==> config.mk <==
export PLATFORM = sky130hd
export DESIGN_NAME = agc_gain_ctrl_flat
export DESIGN_NICKNAME = d
export VERILOG_FILES = /design/src/rtl/agc_gain_ctrl_if.sv /design/src/rtl/agc_gain_ctrl.sv /design/src/flat_wrapper.sv
export SDC_FILE = /design/constraint.sdc
export NUM_CORES = 2
export LEC_CHECK = 0
export CORE_MARGIN = 5
export CORE_UTILIZATION = 59
export CTS_CLUSTER_SIZE = 14
export DETAILED_ROUTE_END_ITERATION = 12
export PLACE_DENSITY = 0.86
export SYNTH_ARGS = -nofsm -noshare
export SYNTH_HDL_FRONTEND = slang
export SYNTH_SLANG_ARGS = --single-unit
==> constraint.sdc <==
create_clock -name clk -period 22.2 [get_ports clk]
set_input_delay 5.55 -clock clk [delete_from_list [all_inputs] [get_ports clk]]
set_output_delay 5.55 -clock clk [all_outputs]
set_load 0.05 [all_outputs]
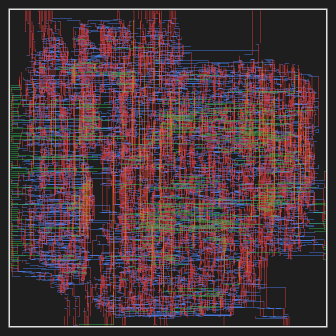
Figure 1: metal layers overlaid.
| colour | layer | wire length |
|---|---|---|
| blue | metal 1 | 25.8 mm |
| red | metal 2 | 31.9 mm |
| green | metal 3 | 5670 um |
| orange | metal 4 | 2760 um |
total routing usage reported by global routing: 29.3%
WL/cell: 18.6 um

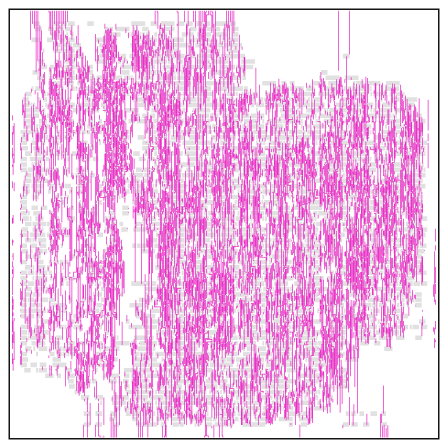
Figure 2: signal wires on met2.
nets with wire on the layer: 3320
main direction: vertical
longest straight run: 53.0 um
share of all routed wire: 48%
Post-Route WL: 66100 um
GRT met2 Usage: 49.7%
via total after detailed routing: 20753

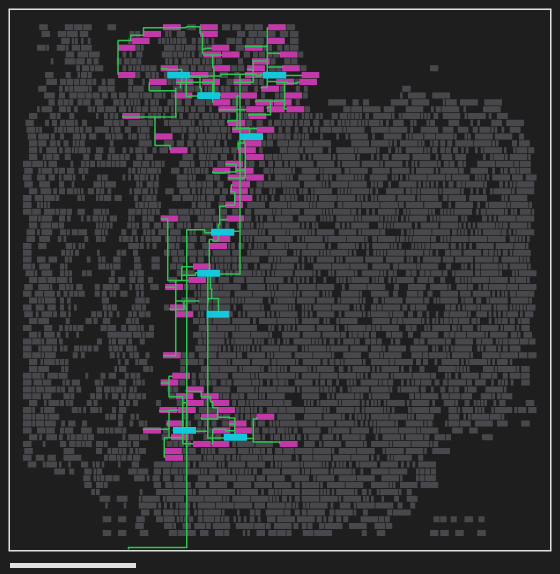
Figure 3: clock distribution.
Scale bar: 50 um.
[magenta] flip-flops | count: 92
[cyan] clock drivers | count: 9
[green] clock wires | length: 1250 um
flops lie: a column down the middle
routed clock nets: 10
clock skew after layout: 0.0106 ns
power share of the clock group: 19.1%
Power Clock: 155 uW
later-pin clock latency in the skew report: 0.36 ns

==> notes.md <==
Physical implementation

The run finished with clean final reports. Per the breakdown, switching nets consume a little under half of all power. The critical path launch point type is an input port. Of the post-synthesis cell area, the part taken by muxes is 0.374%. The worst setup path is captured at a register. The synthesis-to-finish area growth is 9.94%.

The floorplan net count is between 3000 and 4000. The path length in cells of the critical path is 27. In this run the power spent charging and discharging nets is between 300 and 400 uW.

The share of final layout cell area taken by clock buffers and inverters is about 1.1%. The number of sequential cells reported for the layout is between 90 and 100. The final critical path takes up about three fifths of the cycle. The top power group is combinational logic. Before CTS, the worst setup slack after placement is between 8 and 9 ns.

STA lists the maximum fanout along the critical path as 18. The final hold violation count is 0. In this run the standard cell core region covers approximately 42000 um2. Per the GRT log, the top usage layer is met2. Once placement completed, the tool counted placed cells totaling approximately 3500.

The design internal power is 443 uW. The non-filler instance count after layout is approximately 3600. The highest metal layer with signal wires is met4. The yosys cell count is just under 3000. The final-layout clock buffer total is 9. The post-synthesis sequential area ratio is 7.43%. The number of top-level pins is between 150 and 200.

After synthesis, the cell types taking the most area are fa_1 39%, ha_1 9.6%, inv_1 8.6%, dfxtp_1 7.4%, and2_1 5.8%. TritonCTS built the clock tree. The detailed-placement wirelength estimate is 53200 um. The final timing report counts setup violations totalling 0. The worst-case register-to-register setup slack is 13.84 ns.

The part of the power in registers is between 20 and 25%. Setup repair after global routing left no endpoint under its margin. The synthesized-area fraction occupied by xor and xnor cells is 2.61%. The family with the most delay on the worst path is adder cells. Non-clock buffering takes up under 10% of total cell area after layout. Per the synthesis report, the simple-gate share of the synthesized area is between 10% and 20%.

The async set or reset register ratio after synthesis is 0%. During synthesis, Yosys emitted a total of 0 warnings. The met3 layer usage reported by global route is under 10%. The total congestion overflow is 0. The final layout reports a setup TNS of 0 ns. The combinational gate power is ~460 uW. Global routing used 37.3% of the available met1 tracks. The met1 wire length is approximately 26000 um.

The met3 wire length is approximately 5700 um. The post-synth count of flops with an enable pin is 0. Input and output buffers added on the ports amount to 175. The power per standard cell area is approximately 30 nW/um2. Multi-input logic gates represent a cell area share of around three quarters. The CTS log lists the clock sinks for this run as approximately 92. The critical path required time is between 20 and 25 ns. The top cell types in the final layout, fill and taps aside, are 570 x inv_1, 478 x fa_1, 363 x nand2_1. The largest contributor to cell area by class is combinational gates.

The share of final-layout standard cells stronger than drive strength 1 is roughly 2.5%. The total of max-cap violations is 0. The detail route stage leaves a number of antenna-violating nets equal to 0. The final timing report derives a shortest allowable period of 13.63 ns. The H-tree depth is 3. The synthesized netlist contains about 87 unique library cells.

The number of antenna violations at the first check in global routing is 0. Buffers inserted to repair hold after CTS numbered 0. Yosys reports a chip area of 24800 um2. The logic depth of the worst register-to-register path is 27. The synthesized area divided by synthesized cell count is between 8 and 9 um2. Entering global routing, the biggest net connects between 50 and 60 pins. The final cell area excluding filler cells is approximately 27000 um2. In this run the tightest slew margin relative to its limit is between 10 and 15%. In this run the cell area of the synthesized design comes to roughly 25000 um2. The number of inverters outside the clock class in the layout is about 570. For reference, the top logic cell family by area is adder cells. Buffers added to address setup during post-CTS repair amount to 0. The warning total across the stage logs is 35. Counting both buffers and inverters, the worst setup path holds a total of 6. The worst voltage drop across the vdd grid is 0.0000424 V. The final number of max-transition violations is 0. In this run the clock root is driven by a clkbuf_16. The die is around 210 um tall. The routed length on met2 is 31900 um. The critical path start-end classification is input port to register. By count the netlist is led by 570 x inv_1, 478 x fa_1, 363 x nand2_1. The most used flip-flop cell after synthesis is dfxtp_1. The final layout contains ~3800 nets.

The clock slew seen by the registers of the worst setup and hold paths is 0.08 ns. After the first detailed-routing iteration, the DRC count stood at between 1500 and 2000. At the end of the flow the core is filled with cells to 65.2%. The routed via count divided by cell count is about 6. At the end of routability-driven placement, the weighted congestion stood at between 0.9 and 1.

The complex-gate fraction of the synthesized area is between 10% and 20%. TritonRoute reported its final design rule violation total as 0. Per the OpenROAD floorplan log, the width of the die is 215 um. The worst-case setup margin in the final layout is ~8.6 ns. The leakage power of the design is between 0.01 and 0.015 uW. The layout report gives the register share of total cell area as under 10%. For the sequential group, total power comes out at a little over 200 uW.

The number of well taps is approximately 540. For this design, the slowest cell found on the critical path is clkdlybuf4s50_1. Before placement the cells fill between 50% and 60% of the core. The number of CTS-inserted buffers is 9.

The fraction of synthesized cell area taken by the top area cell type is approximately two fifths. The footprint of the multi-input gates is slightly above 20000 um2.
Power and IR drop assume default switching activity.
